--- src/rtl/ex_mem_reg.sv ---
// EX/MEM pipeline register with BEQ resolution and a one-shot fetch redirect.
// Optional EXMEM_PERF_CNT_EN adds stall and bubble event counters.
module ex_mem_reg #(
    parameter int XLEN       = 32,
    parameter int REG_ADDR_W = 5
) (
    input  logic                  clk,
    input  logic                  rst_n,
    input  logic                  stall_i,
    input  logic                  flush_i,
    input  logic                  ex_valid_i,
    input  logic [XLEN-1:0]       ex_alu_out_i,
    input  logic                  ex_zero_i,
    input  logic [XLEN-1:0]       ex_rs2_data_i,
    input  logic [REG_ADDR_W-1:0] ex_rd_i,
    input  logic [XLEN-1:0]       ex_br_target_i,
    input  logic                  ex_reg_write_i,
    input  logic                  ex_mem_read_i,
    input  logic                  ex_mem_write_i,
    input  logic                  ex_mem_to_reg_i,
    input  logic                  ex_branch_i,
    output logic                  mem_valid_o,
    output logic [XLEN-1:0]       mem_alu_out_o,
    output logic [XLEN-1:0]       mem_wdata_o,
    output logic [REG_ADDR_W-1:0] mem_rd_o,
    output logic                  mem_reg_write_o,
    output logic                  mem_mem_read_o,
    output logic                  mem_mem_write_o,
    output logic                  mem_mem_to_reg_o,
`ifdef EXMEM_PERF_CNT_EN
    output logic [31:0]           stall_cnt_o,
    output logic [31:0]           bubble_cnt_o,
`endif
    output logic                  pc_src_o,
    output logic [XLEN-1:0]       br_target_o
);

    logic                  valid_q, valid_d;
    logic [XLEN-1:0]       alu_q, alu_d;
    logic [XLEN-1:0]       wdata_q, wdata_d;
    logic [REG_ADDR_W-1:0] rd_q, rd_d;
    logic [XLEN-1:0]       tgt_q, tgt_d;
    logic                  zero_q, zero_d;
    logic                  regw_q, regw_d;
    logic                  mrd_q, mrd_d;
    logic                  mwr_q, mwr_d;
    logic                  m2r_q, m2r_d;
    logic                  br_q, br_d;
    logic                  fired_q, fired_d;
    logic                  ctl_en;

    assign ctl_en = ex_valid_i;

    always_comb begin
        valid_d = valid_q;
        alu_d   = alu_q;
        wdata_d = wdata_q;
        rd_d    = rd_q;
        tgt_d   = tgt_q;
        zero_d  = zero_q;
        regw_d  = regw_q;
        mrd_d   = mrd_q;
        mwr_d   = mwr_q;
        m2r_d   = m2r_q;
        br_d    = br_q;
        fired_d = fired_q;
        if (flush_i) begin
            valid_d = 1'b0;
            alu_d   = '0;
            wdata_d = '0;
            rd_d    = '0;
            tgt_d   = '0;
            zero_d  = 1'b0;
            regw_d  = 1'b0;
            mrd_d   = 1'b0;
            mwr_d   = 1'b0;
            m2r_d   = 1'b0;
            br_d    = 1'b0;
            fired_d = 1'b0;
        end else if (stall_i) begin
            // A stalled branch must redirect fetch only once.
            fired_d = fired_q | pc_src_o;
        end else begin
            valid_d = ex_valid_i;
            alu_d   = ex_alu_out_i;
            wdata_d = ex_rs2_data_i;
            rd_d    = ex_rd_i;
            tgt_d   = ex_br_target_i;
            zero_d  = ex_zero_i;
            regw_d  = ctl_en & ex_reg_write_i & (ex_rd_i != '0);
            mrd_d   = ctl_en & ex_mem_read_i;
            mwr_d   = ctl_en & ex_mem_write_i;
            m2r_d   = ctl_en & ex_mem_to_reg_i;
            br_d    = ctl_en & ex_branch_i;
            fired_d = 1'b0;
        end
    end

    always_ff @(posedge clk or negedge rst_n) begin
        if (!rst_n) begin
            valid_q <= 1'b0;
            alu_q   <= '0;
            wdata_q <= '0;
            rd_q    <= '0;
            tgt_q   <= '0;
            zero_q  <= 1'b0;
            regw_q  <= 1'b0;
            mrd_q   <= 1'b0;
            mwr_q   <= 1'b0;
            m2r_q   <= 1'b0;
            br_q    <= 1'b0;
            fired_q <= 1'b0;
        end else begin
            valid_q <= valid_d;
            alu_q   <= alu_d;
            wdata_q <= wdata_d;
            rd_q    <= rd_d;
            tgt_q   <= tgt_d;
            zero_q  <= zero_d;
            regw_q  <= regw_d;
            mrd_q   <= mrd_d;
            mwr_q   <= mwr_d;
            m2r_q   <= m2r_d;
            br_q    <= br_d;
            fired_q <= fired_d;
        end
    end

    assign mem_valid_o      = valid_q;
    assign mem_alu_out_o    = alu_q;
    assign mem_wdata_o      = wdata_q;
    assign mem_rd_o         = rd_q;
    assign mem_reg_write_o  = regw_q;
    assign mem_mem_read_o   = mrd_q;
    assign mem_mem_write_o  = mwr_q;
    assign mem_mem_to_reg_o = m2r_q;
    assign br_target_o      = tgt_q;
    assign pc_src_o         = valid_q & br_q & zero_q & ~fired_q;

`ifdef EXMEM_PERF_CNT_EN
    logic [31:0] stall_cnt_q, stall_cnt_d;
    logic [31:0] bubble_cnt_q, bubble_cnt_d;

    always_comb begin
        stall_cnt_d  = stall_cnt_q;
        bubble_cnt_d = bubble_cnt_q;
        if (stall_i && !flush_i) begin
            stall_cnt_d = stall_cnt_q + 32'd1;
        end
        if (flush_i || (!stall_i && !ex_valid_i)) begin
            bubble_cnt_d = bubble_cnt_q + 32'd1;
        end
    end

    always_ff @(posedge clk or negedge rst_n) begin
        if (!rst_n) begin
            stall_cnt_q  <= '0;
            bubble_cnt_q <= '0;
        end else begin
            stall_cnt_q  <= stall_cnt_d;
            bubble_cnt_q <= bubble_cnt_d;
        end
    end

    assign stall_cnt_o  = stall_cnt_q;
    assign bubble_cnt_o = bubble_cnt_q;
`endif

endmodule
--- config.mk ---
export PLATFORM = sky130hd
export DESIGN_NAME = ex_mem_reg
export DESIGN_NICKNAME = d
export VERILOG_FILES = /design/src/rtl/ex_mem_reg.sv
export SDC_FILE = /design/constraint.sdc
export NUM_CORES = 1
export LEC_CHECK = 0
export ABC_CLOCK_PERIOD_IN_PS = 1950
export CAP_MARGIN = 5
export CORE_MARGIN = 3
export CORE_UTILIZATION = 43
export CTS_CLUSTER_DIAMETER = 80
export DETAILED_ROUTE_END_ITERATION = 10
export GPL_TIMING_DRIVEN = 0
export HOLD_SLACK_MARGIN = 0.03
export MAX_ROUTING_LAYER = met4
export PLACE_DENSITY = 0.88
export SYNTH_ARGS = -nofsm -noshare
export SYNTH_HDL_FRONTEND = slang
export SYNTH_SLANG_ARGS = --single-unit
--- constraint.sdc ---
create_clock -name clk -period 1.95 [get_ports clk]
set_input_delay 0.2925 -clock clk [delete_from_list [all_inputs] [get_ports clk]]
set_output_delay 0.2925 -clock clk [all_outputs]
set_load 0.01 [all_outputs]
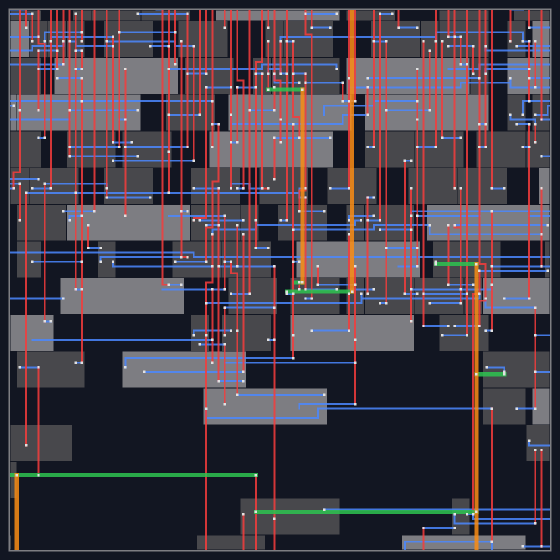
run_1/detail.png
Region (34, 56) to (74, 96) um. Cells in grey, sequential cells in the stronger grey; small squares are vias.
| layer | colour |
|---|---|
| metal 2 | red |
| metal 1 | blue |
| metal 4 | orange |
| metal 3 | green |
netlist names of flops here include: mem_wdata_o (12), br_target_o (2)
sequential cells in the window: 14
cells with their middle in the window: 72
most frequent: clkdlybuf4s50_1 (20), nor2_1 (17)

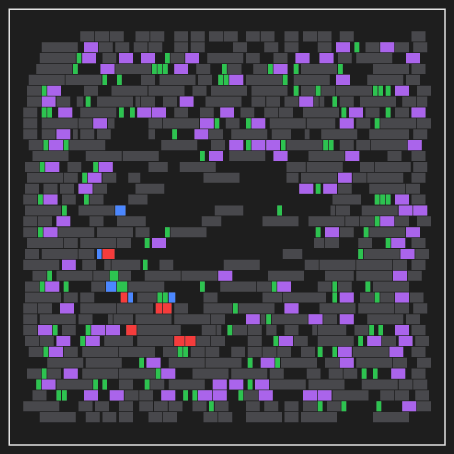
run_1/logic_types.png
(4 px per um)
| family | colour | cells |
|---|---|---|
| nand cells | blue | 5 |
| aoi and oai cells | red | 7 |
| mux cells | purple | 102 |
| nor cells | green | 110 |
multi-input gate share of total cell area: 21.4%
most common library cell in the layout ignoring fill and taps: sky130_fd_sc_hd__clkdlybuf4s50_1
final non-filler cell total: 726

==> Changelog: implementation, run 1 <==
## Implementation

* Result of the run: completed
* Final Worst Setup Slack at roughly 0.15 ns
* Fmax at between 500 and 600 MHz
* Simple-gate share of the synthesized area at about a tenth
* DRT Wirelength at around 12,000 um
* Clock buf count at 9
* Most frequently used flop master after synthesis: sky130_fd_sc_hd__dfrtp_1
* GRT met2 Usage at between 30% and 40%
* Via count of the first global-routing pass at about 3,800
* Post-DP Area at 6880 um2
* Post-CTS setup buffer count at 0
* Layout inverter count without the clock tree at 0
* Most frequent cells in the layout: sky130_fd_sc_hd__clkdlybuf4s50_1, sky130_fd_sc_hd__dfrtp_1, sky130_fd_sc_hd__nor2_1
* Layout cell share with drive strength beyond 1 at 5.56%
* Top cells, area: sky130_fd_sc_hd__dfrtp_1, sky130_fd_sc_hd__mux2i_1, sky130_fd_sc_hd__nor2_1, sky130_fd_sc_hd__buf_12, sky130_fd_sc_hd__clkbuf_1
* Hold/Removal Path Class: input pin to flop
* Period Utilization, post-route at a little over 90%
* Number of pins exceeding their max-slew limit in the final report at 0
* Number of ports placed on the die boundary at ~220
* Warnings, synthesis at 0
* Hold EP: br_q
* Number of max-capacitance violations reported at 0
* Post-detailed-placement half-perimeter wirelength at about 9400 um
* Final-layout non-clock buffer area share at a little over a third
* End of the worst register-to-register path: fired_q
* Stages on the worst setup path at 3
* Arr. time, crit path at about 1.5 ns
* Number of cells in Yosys stat at about 360
* Maximum level of the CTS H-tree at 3
* Layout net count at about 700
* Peak fanout along the critical path at 4
* Area occupied by multi-input gates at between 1500 and 2000 um2
* Top-count cell post-synth: sky130_fd_sc_hd__dfrtp_1
* Worst path bufs/invs at 1
* Clock network contribution to total cell area at between 3 and 4%
* Count of port buffers added during placement at 216
* Detailed route wirelength on metal2 at ~6200 um
* Internal reg-to-reg setup slack at approximately 1.1 ns
* Crit Path Class: flop to output pin
* GRT overflow at 0
* Post-synth tally of flip-flops with integrated enable at 0
* Dominant combinational cell family by area after synthesis: multiplexers
* Quantity of gates resized following cts at 0
* CTS clk-pin slew, worst paths at 0.09 ns
* Async set or reset register ratio after synthesis at 100%
* Area of the core region at 10000 um2
* Worst-case vdd ir drop at roughly 0.00044 V
* Net switching power at 1230 uW
* Detailed-routing iteration count for the pre-antenna-repair pass at 4
* Number of failing hold endpoints at the final stage at 0
* Effective utilization at floorplan at a little under half
* Reg power frac at between 40% and 50%
* Critical path cell sequence: nand3_1 > nor2_1 > clkdlybuf4s50_1
* Leak Pwr at 0.00334 uW
* Transition time of the tightest slew-check pin at ~0.75 ns
* Area fraction in compound gates at 1.05%
* Sequential cell count at approximately 110
* Mean post-synth cell area at between 10 and 15 um2
* Cell count of the worst reg-to-reg path at 2
* DRC errors left at 0
* Fraction of power consumed by the clock network at 30.6%
* Cell area after synthesis at about 4500 um2
* Clock period minus worst slack at around 1.8 ns
* Gp weighted congestion at between 0.7 and 0.8
* Via count at between 3,000 and 4,000
* Worst Skew at around 0.0052 ns
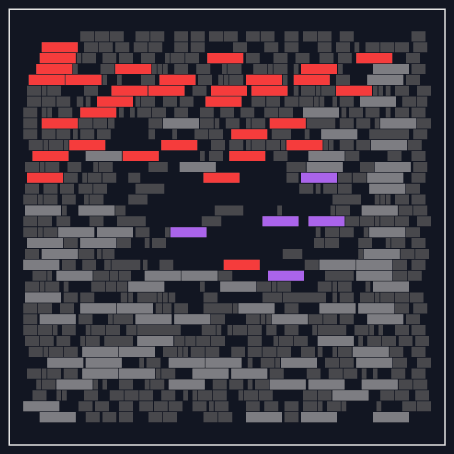
run_1/flops_by_reg.png
(4 px per um) Other sequential cells in the stronger grey, the rest of the logic in the fainter grey.
| name in the netlist | colour | placed flops |
|---|---|---|
| mem_rd_o | purple | 5 |
| mem_wdata_o | red | 32 |
not coloured: 72
register cell area after layout: 2730 um2
fin util: 71.1%
sequential power: 2450 uW
flop share of the area: 38.4%

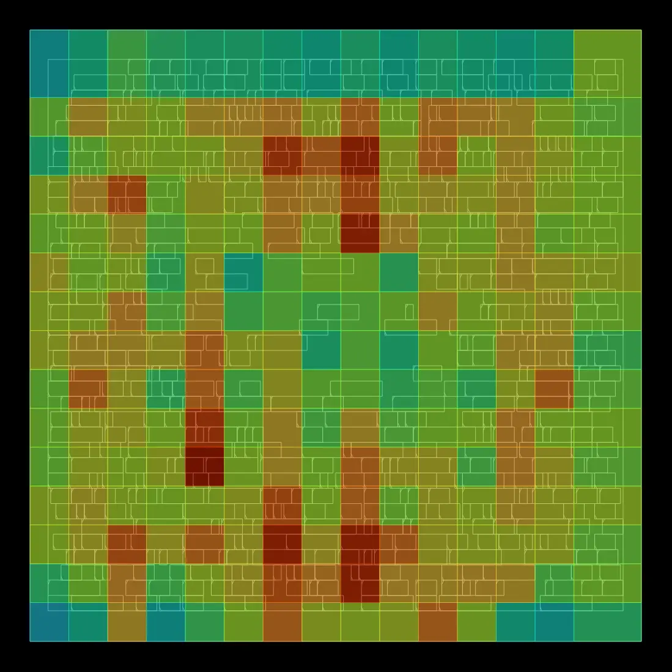
run_1/congestion.png
global-route track usage on met1: 26.2%
detailed-route wire length per cell: 16.8 um
GRT met3 Usage: 5.61%
Global Route Usage Sum: 21.9%

==> run 1: power by group through the flow <==
stage               sequential, uW  combinational, uW  clock [uW]
floorplan                     2550                310           0
global placement              2490                935           0
detailed placement            2500                964           0
CTS                           2450                972        1540
global route                  2470               1030        1640
finish                        2450                957        1500
==> run 1: flip-flops by register name, indices dropped and copies added (netlist names) <==
name and flops:
br_q 1, br_target_o 32, fired_q 1, mem_alu_out_o 32
mem_mem_read_o 1, mem_mem_to_reg_o 1, mem_mem_write_o 1, mem_rd_o 5
mem_reg_write_o 1, mem_valid_o 1, mem_wdata_o 32, zero_q 1
==> run 1: worst register-to-register path, delay by kind of cell (launching register included) <==
kind               cells  cell delay [ns]
DFF                    1             0.42
and+or+nand+nor        1             0.07
AOI/OAI and AO/OA      1             0.21
==> run 2: changes to the inputs <==
CORE_MARGIN = 2   (was 3)
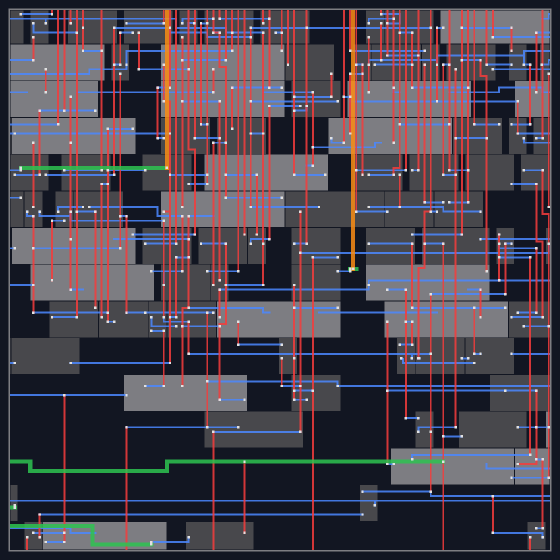
run_2/detail.png
Region (33, 55) to (73, 95) um. Cells in grey, sequential cells in the stronger grey; small squares are vias.
| layer | colour |
|---|---|
| metal 1 | blue |
| metal 2 | red |
| metal 4 | orange |
| metal 3 | green |
cells with their middle in the window: 80
netlist names of flops here include: mem_wdata_o (14), br_target_o (2), mem_rd_o (2)
most frequent: nor2_1 (19), dfrtp_1 (18), clkdlybuf4s50_1 (18)
sequential cells in the window: 18

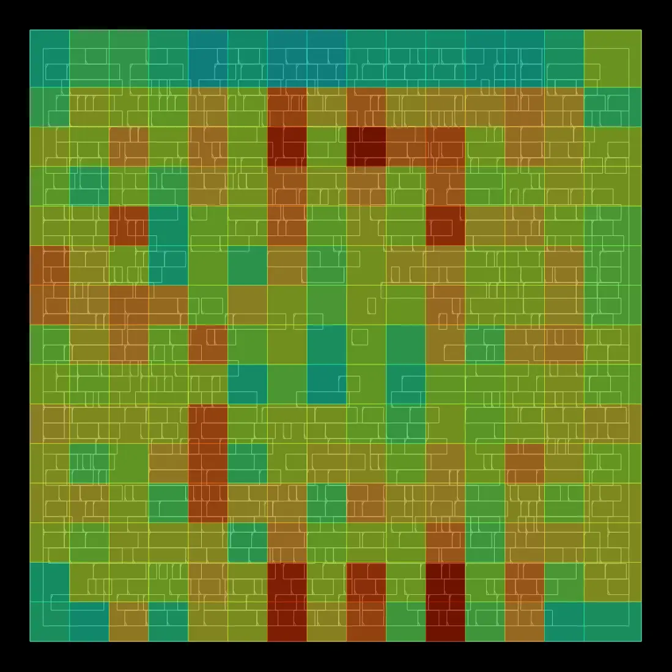
run_2/congestion.png
grt peak-use layer: met2
GRT met2 Usage: 37.4%
detailed-route wire length per cell: 16.4 um

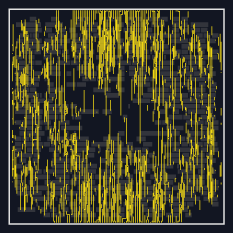
run_2/layer_met2.png
(2 px per um) Cells faint in the background.
nets with wire on the layer: 621
share of all routed wire: 52%
main direction: vertical
wire length on this layer: 6,210 um

==> Changelog: implementation, run 2 <==
## Implementation

* Dominant combinational cell family by area after synthesis: multiplexers
* Arr. time, crit path at 1.51 ns
* Number of ports placed on the die boundary at between 200 and 250
* Global Route Usage Sum at 21.7%
* Hold/Removal Path Class: input pin to flop
* Max stage delay on crit path at 0.57 ns
* Mean post-synth cell area at roughly 13 um2
* Layout inverter count without the clock tree at 0
* Most frequently used flop master after synthesis: sky130_fd_sc_hd__dfrtp_1
* Global-route wire length before repair at ~19,000 um
* DRC errors left at 0
* Flop share of the area at roughly two fifths
* Gp weighted congestion at ~0.78
* Simple-gate share of the synthesized area at 10.0%
* Antenna violations before repair at 0
* Number of max-capacitance violations reported at 0
* Final antenna diode count at 0
* Critical path startpoint: mem_valid_o
* Via/cell ratio at 4.79
* Clock root buffer master: sky130_fd_sc_hd__clkbuf_8
* Net switching power at 1150 uW
* Transition time of the tightest slew-check pin at just under 0.8 ns
* Tap Cells at ~140
* Total die area at 11,400 um2
* Post-detailed-placement half-perimeter wirelength at 9140 um
* Largest contributor to cell area by class: flip-flops and latches
* Library cell contributing the largest single delay on the critical path: sky130_fd_sc_hd__clkdlybuf4s50_1
* Multi-In Gates at 225
* Peak fanout along the critical path at 4
* Clock network contribution to total cell area at around 3.3%
* Number of core rows at 37
* Count of port buffers added during placement at roughly 220
* Final count of negative-setup-slack endpoints at 0
* Switching fraction of total power at a little under a quarter
* Setup Slack @ Placement at between 0.2 and 0.3 ns
* Fin util at between 60% and 70%
* Worst Skew at about 0.0028 ns
* Worst path required time at about 1.7 ns
* Kind of launch point of the worst setup path: flop
* Sequential cell count at between 100 and 150
* Area share of xor/xnor cells in the synthesized design at 0%
* Proportion of power drawn by combinational gates at 19.2%
* Via count of the first global-routing pass at 3,814
* Warnings, synthesis at 0
* Internal power summed over all cells at approximately 3800 uW
* Result of the run: completed
* Fmax at about 550 MHz
* Number of pins exceeding their max-slew limit in the final report at 0
* Clock period minus worst slack at about 1.8 ns
* Setup repair after global routing missed its margin: false
* Leak Pwr at approximately 0.0033 uW
* Cell area after synthesis at roughly 4500 um2
* Setup tns final at 0 ns
* Internal reg-to-reg setup slack at 1.16 ns
* Top cells, area: sky130_fd_sc_hd__dfrtp_1, sky130_fd_sc_hd__mux2i_1, sky130_fd_sc_hd__nor2_1, sky130_fd_sc_hd__buf_12, sky130_fd_sc_hd__clkbuf_1
* Cell count of the worst reg-to-reg path at 2
* Synth cell count leaders: sky130_fd_sc_hd__dfrtp_1, sky130_fd_sc_hd__nor2_1, sky130_fd_sc_hd__mux2i_1
* Maximum level of the CTS H-tree at 3
* Worst path bufs/invs at 1
* Area of the synthesized netlist per yosys stat at around 4500 um2
* Layout cell share with drive strength beyond 1 at 5.25%
* Worst hold slack after final layout at 0.251 ns
* Insertion Delay late pin at approximately 0.34 ns
* Post-synth tally of flip-flops with integrated enable at 0
* Areal power density over the cells at approximately 700 nW/um2
* Effective utilization at floorplan at roughly 44%
* Detailed-routing iteration count for the pre-antenna-repair pass at 4
* Post-CTS setup buffer count at 0
* Area of the core region at a little over 10,000 um2
* Crit Path Class: flop to output pin
* Hold EP: br_q
* CTS clk-pin slew, worst paths at 0.09 ns
* Most common library cell in the layout ignoring fill and taps: sky130_fd_sc_hd__clkdlybuf4s50_1
* Top-count cell post-synth: sky130_fd_sc_hd__dfrtp_1
* Share of the synthesized area in the top cell type at between 60% and 70%
* End of the worst register-to-register path: fired_q
* Final-layout non-clock buffer area share at 34.7%
* Final Worst Setup Slack at about 0.15 ns
* Sequential cell area fraction in the yosys report at 60.3%
* Worst hold path startpoint: flush_i
* Async set or reset register ratio after synthesis at 100%
* Via count at between 3,000 and 4,000
* Mux cell area share at between 20% and 30%
* Clock buffers created by TritonCTS at 9
* Period Utilization, post-route at slightly above 90%
* Count of hold buffers inserted by post-cts repair at 1
* Area fraction in compound gates at 1.05%
* Clock buf count at 10
* Placed cell count at about 700
* Register cell area after layout at ~2700 um2
* Worst Setup EP: pc_src_o
* Maximum number of pins on one net before global-route repair at 60
* Most frequent cells in the layout: sky130_fd_sc_hd__clkdlybuf4s50_1, sky130_fd_sc_hd__dfrtp_1, sky130_fd_sc_hd__nor2_1
* Stages on the worst setup path at 3
* Cell depth of the worst hold path at 2
* Overall power of the completed layout at roughly 5000 uW
* Reg power frac at about half
* Post-DP Area at between 6000 and 7000 um2
* Most area-hungry cell type in the Yosys netlist: sky130_fd_sc_hd__dfrtp_1
* Number of failing hold endpoints at the final stage at 0
* CTS tree: built
* Quantity of gates resized following cts at 0
* Fraction of power consumed by the clock network at a little under a third
* Cells after Synth at roughly 360
* Area occupied by multi-input gates at about 1500 um2
* Final non-filler cell total at about 730
* DRT Wirelength at roughly 12,000 um
* Critical path cell sequence: nand3_1 > nor2_1 > clkdlybuf4s50_1
* Worst-case vdd ir drop at ~0.00045 V
* Number of cells in Yosys stat at approximately 360
* Multi-input gate share of total cell area at 21.4%
* Launch point of the worst reg-to-reg path: mem_valid_o
* GRT overflow at 0
* Layout net count at 700
* Adder share at 0%
## run 2: cell counts after synthesis
Identical to the previous run, type by type.
## run 2: layer usage
| layer | wire [um] | global-route usage (%) | up-vias |
|---|---|---|---|
| met5 | 0 | - | - |
| met4 | 180 | 6.49 | 0 |
| met3 | 688 | 3.89 | 14 |
| met2 | 6210 | 37.4 | 136 |
| met1 | 4850 | 26.1 | 1691 |
| li1 | - | - | 1643 |
## run 2: power by group through the flow
stage                     Clock [uW]  Sequential (uW)  Combinational (uW)
final                           1580             2450                 956
after global routing            1720             2470                1030
after CTS                       1620             2450                 969
after detailed placement           0             2500                 963
after global placement             0             2490                 934
after floorplan                    0             2550                 310
==> run 3: changes to the inputs <==
ABC_CLOCK_PERIOD_IN_PS = 1600   (was 1950)
CORE_UTILIZATION = 37   (was 43)
PLACE_DENSITY = 0.81   (was 0.88)
SKIP_LAST_GASP = 1   (was not set)
clock period = 1.6 ns   (was 1.95 ns; I/O delays follow)
==> Changelog: implementation, run 3 <==
## Implementation

* Number of failing hold endpoints at the final stage at 0
* Sequential cell count at between 100 and 150
* Simple-gate share of the synthesized area at between 10% and 20%
* Clock buf count at 12
* Final-layout non-clock buffer area share at about a third
* Critical path startpoint: mem_valid_o
* Via count of the first global-routing pass at approximately 3,800
* Top cells, area: sky130_fd_sc_hd__dfrtp_1, sky130_fd_sc_hd__mux2i_1, sky130_fd_sc_hd__nor2_1, sky130_fd_sc_hd__buf_12, sky130_fd_sc_hd__clkbuf_1
* Insertion Delay late pin at ~0.34 ns
* Internal reg-to-reg setup slack at just over 0.8 ns
* Most area-hungry cell type in the Yosys netlist: sky130_fd_sc_hd__dfrtp_1
* Arr. time, crit path at around 1.3 ns
* Stages on the worst setup path at 1
* Most frequent cells in the layout: sky130_fd_sc_hd__clkdlybuf4s50_1, sky130_fd_sc_hd__dfrtp_1, sky130_fd_sc_hd__nor2_1
* Largest contributor to cell area by class: flip-flops and latches
* Gp weighted congestion at 0.787
* Mean post-synth cell area at ~13 um2
* Worst path bufs/invs at 1
* Quantity of gates resized following cts at 1
* Setup repair after global routing missed its margin: false
* Result of the run: completed
* Async set or reset register ratio after synthesis at 100%
* Cell depth of the worst hold path at 2
* Global-route wire length before repair at between 15,000 and 20,000 um
* Max stage delay on crit path at 0.59 ns
* Maximum level of the CTS H-tree at 3
* Warnings, synthesis at 0
* Cell area after synthesis at ~4500 um2
* Via count at 3,499
* Post-CTS setup buffer count at 0
* Clock root buffer master: sky130_fd_sc_hd__clkbuf_16
* Crit Path Class: flop to output pin
* Area of the core region at 12,000 um2
* DRC errors left at 0
* Area share of xor/xnor cells in the synthesized design at 0%
* Hold/Removal Path Class: input pin to flop
* Most common library cell in the layout ignoring fill and taps: sky130_fd_sc_hd__clkdlybuf4s50_1
* Reg power frac at ~48%
* Library cell contributing the largest single delay on the critical path: sky130_fd_sc_hd__clkdlybuf4s50_1
* Launch point of the worst reg-to-reg path: mem_valid_o
* Final count of negative-setup-slack endpoints at 0
* Detailed route wirelength on metal2 at about 6000 um
* Count of port buffers added during placement at 216
* Fraction of power consumed by the clock network at about 34%
* Adder share at 0%
* Final antenna diode count at 0
* Cells after Synth at about 360
* Worst-case vdd ir drop at about 0.00042 V
* Antenna violations before repair at 0
* End of the worst register-to-register path: fired_q
* Cell count of the worst reg-to-reg path at 2
* Worst path required time at about 1.4 ns
* Layout cell share with drive strength beyond 1 at approximately 5.4%
* Switching fraction of total power at ~24%
* Critical path cell sequence: clkdlybuf4s50_1
* Effective utilization at floorplan at 37.8%
* CTS clk-pin slew, worst paths at 0.07 ns
* Number of max-capacitance violations reported at 0
* Area fraction in compound gates at 1.05%
* Top metal layer carrying routed signals: met4
* Total die area at 13,100 um2
* Clock network contribution to total cell area at between 3 and 4%
* Final Worst Setup Slack at 0.0354 ns
* Wire length on met1 at ~5000 um
* GRT overflow at 0
* CTS tree: built
* Maximum number of pins on one net before global-route repair at 56
* Worst Setup EP: mem_valid_o
* Setup Slack @ Placement at -0.0232 ns
* Count of hold buffers inserted by post-cts repair at 1
* Global-route track usage on met1 at between 20% and 30%
* Dominant combinational cell family by area after synthesis: multiplexers
* Peak fanout along the critical path at 4
* Period Utilization, post-route at a little over nine tenths
* Sequential cell area fraction in the yosys report at roughly 60%
* Post-DP Area at slightly below 7000 um2
* Tap Cells at roughly 150
* Clock buffers created by TritonCTS at 9
* Post-detailed-placement half-perimeter wirelength at about 9100 um
* Most frequently used flop master after synthesis: sky130_fd_sc_hd__dfrtp_1
* DRT Wirelength at ~12,000 um
* Clock period minus worst slack at around 1.6 ns
* GRT met2 Usage at a little under a third
* Mux cell area share at 22.6%
* Final non-filler cell total at 740
* Via/cell ratio at between 4 and 5
* Number of pins exceeding their max-slew limit in the final report at 0
* Hold EP: mem_alu_out_o[6]
* Synth cell count leaders: sky130_fd_sc_hd__dfrtp_1, sky130_fd_sc_hd__nor2_1, sky130_fd_sc_hd__mux2i_1
* Areal power density over the cells at approximately 870 nW/um2
* Multi-input gate share of total cell area at between 20% and 30%
* Layout inverter count without the clock tree at 0
[run 3: cell counts after synthesis]
Identical to the previous run, type by type.
[run 3: through the flow]
stage	setup TNS [ns]	util (%)	hold WS (ns)	total power (uW)
floorplan	0	-	-0.0556	3480
global route	0	60.1	0.187	6530
CTS	0	60.1	0.171	6360
detailed placement	-0.0232	57.7	0.344	4220
finish	0	60.1	0.182	6270
global placement	-408.54	57.4	0.496	4170
[run 3: power by group through the flow]
stage | clock network [uW] | registers [uW] | logic (uW)
4_1_cts | 2180 | 2990 | 1180
5_1_grt | 2270 | 3010 | 1250
3_3_place_gp | 0 | 3040 | 1140
3_5_place_dp | 0 | 3050 | 1170
2_1_floorplan | 0 | 3110 | 377
6_report | 2110 | 2990 | 1160
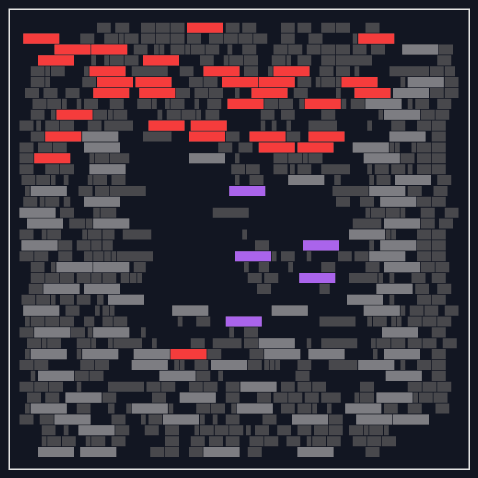
run_3/flops_by_reg.png
(4 px per um) Other sequential cells in the stronger grey, the rest of the logic in the fainter grey.
| name in the netlist | colour | placed flops |
|---|---|---|
| mem_wdata_o | red | 32 |
| mem_rd_o | purple | 5 |
not coloured: 72

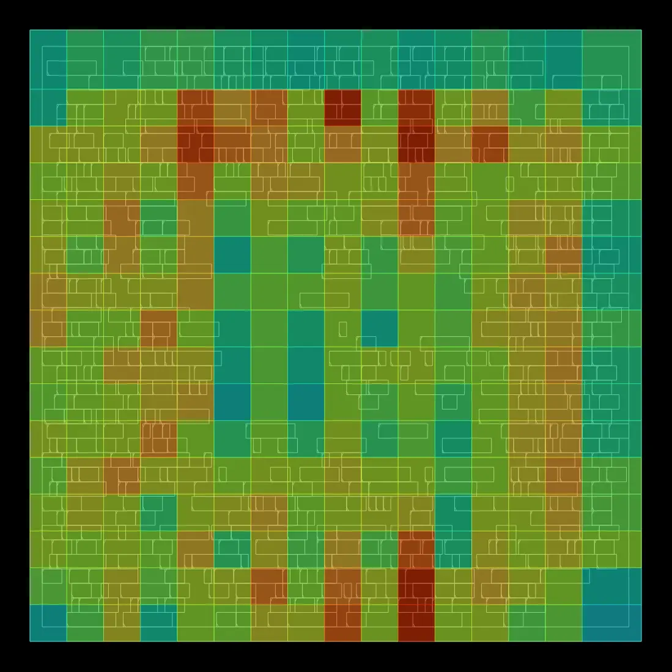
run_3/congestion.png
GRT met3 Usage: 3.92%
detailed-route wire length per cell: 16.4 um
Global Route Usage Sum: 19.0%

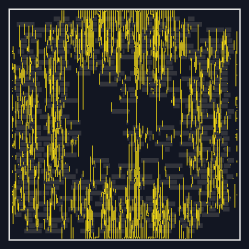
run_3/layer_met2.png
(2 px per um) Cells faint in the background.
main direction: vertical
share of all routed wire: 50%
wire length on this layer: 6,040 um
nets with wire on the layer: 621

Power and IR drop assume default switching activity.
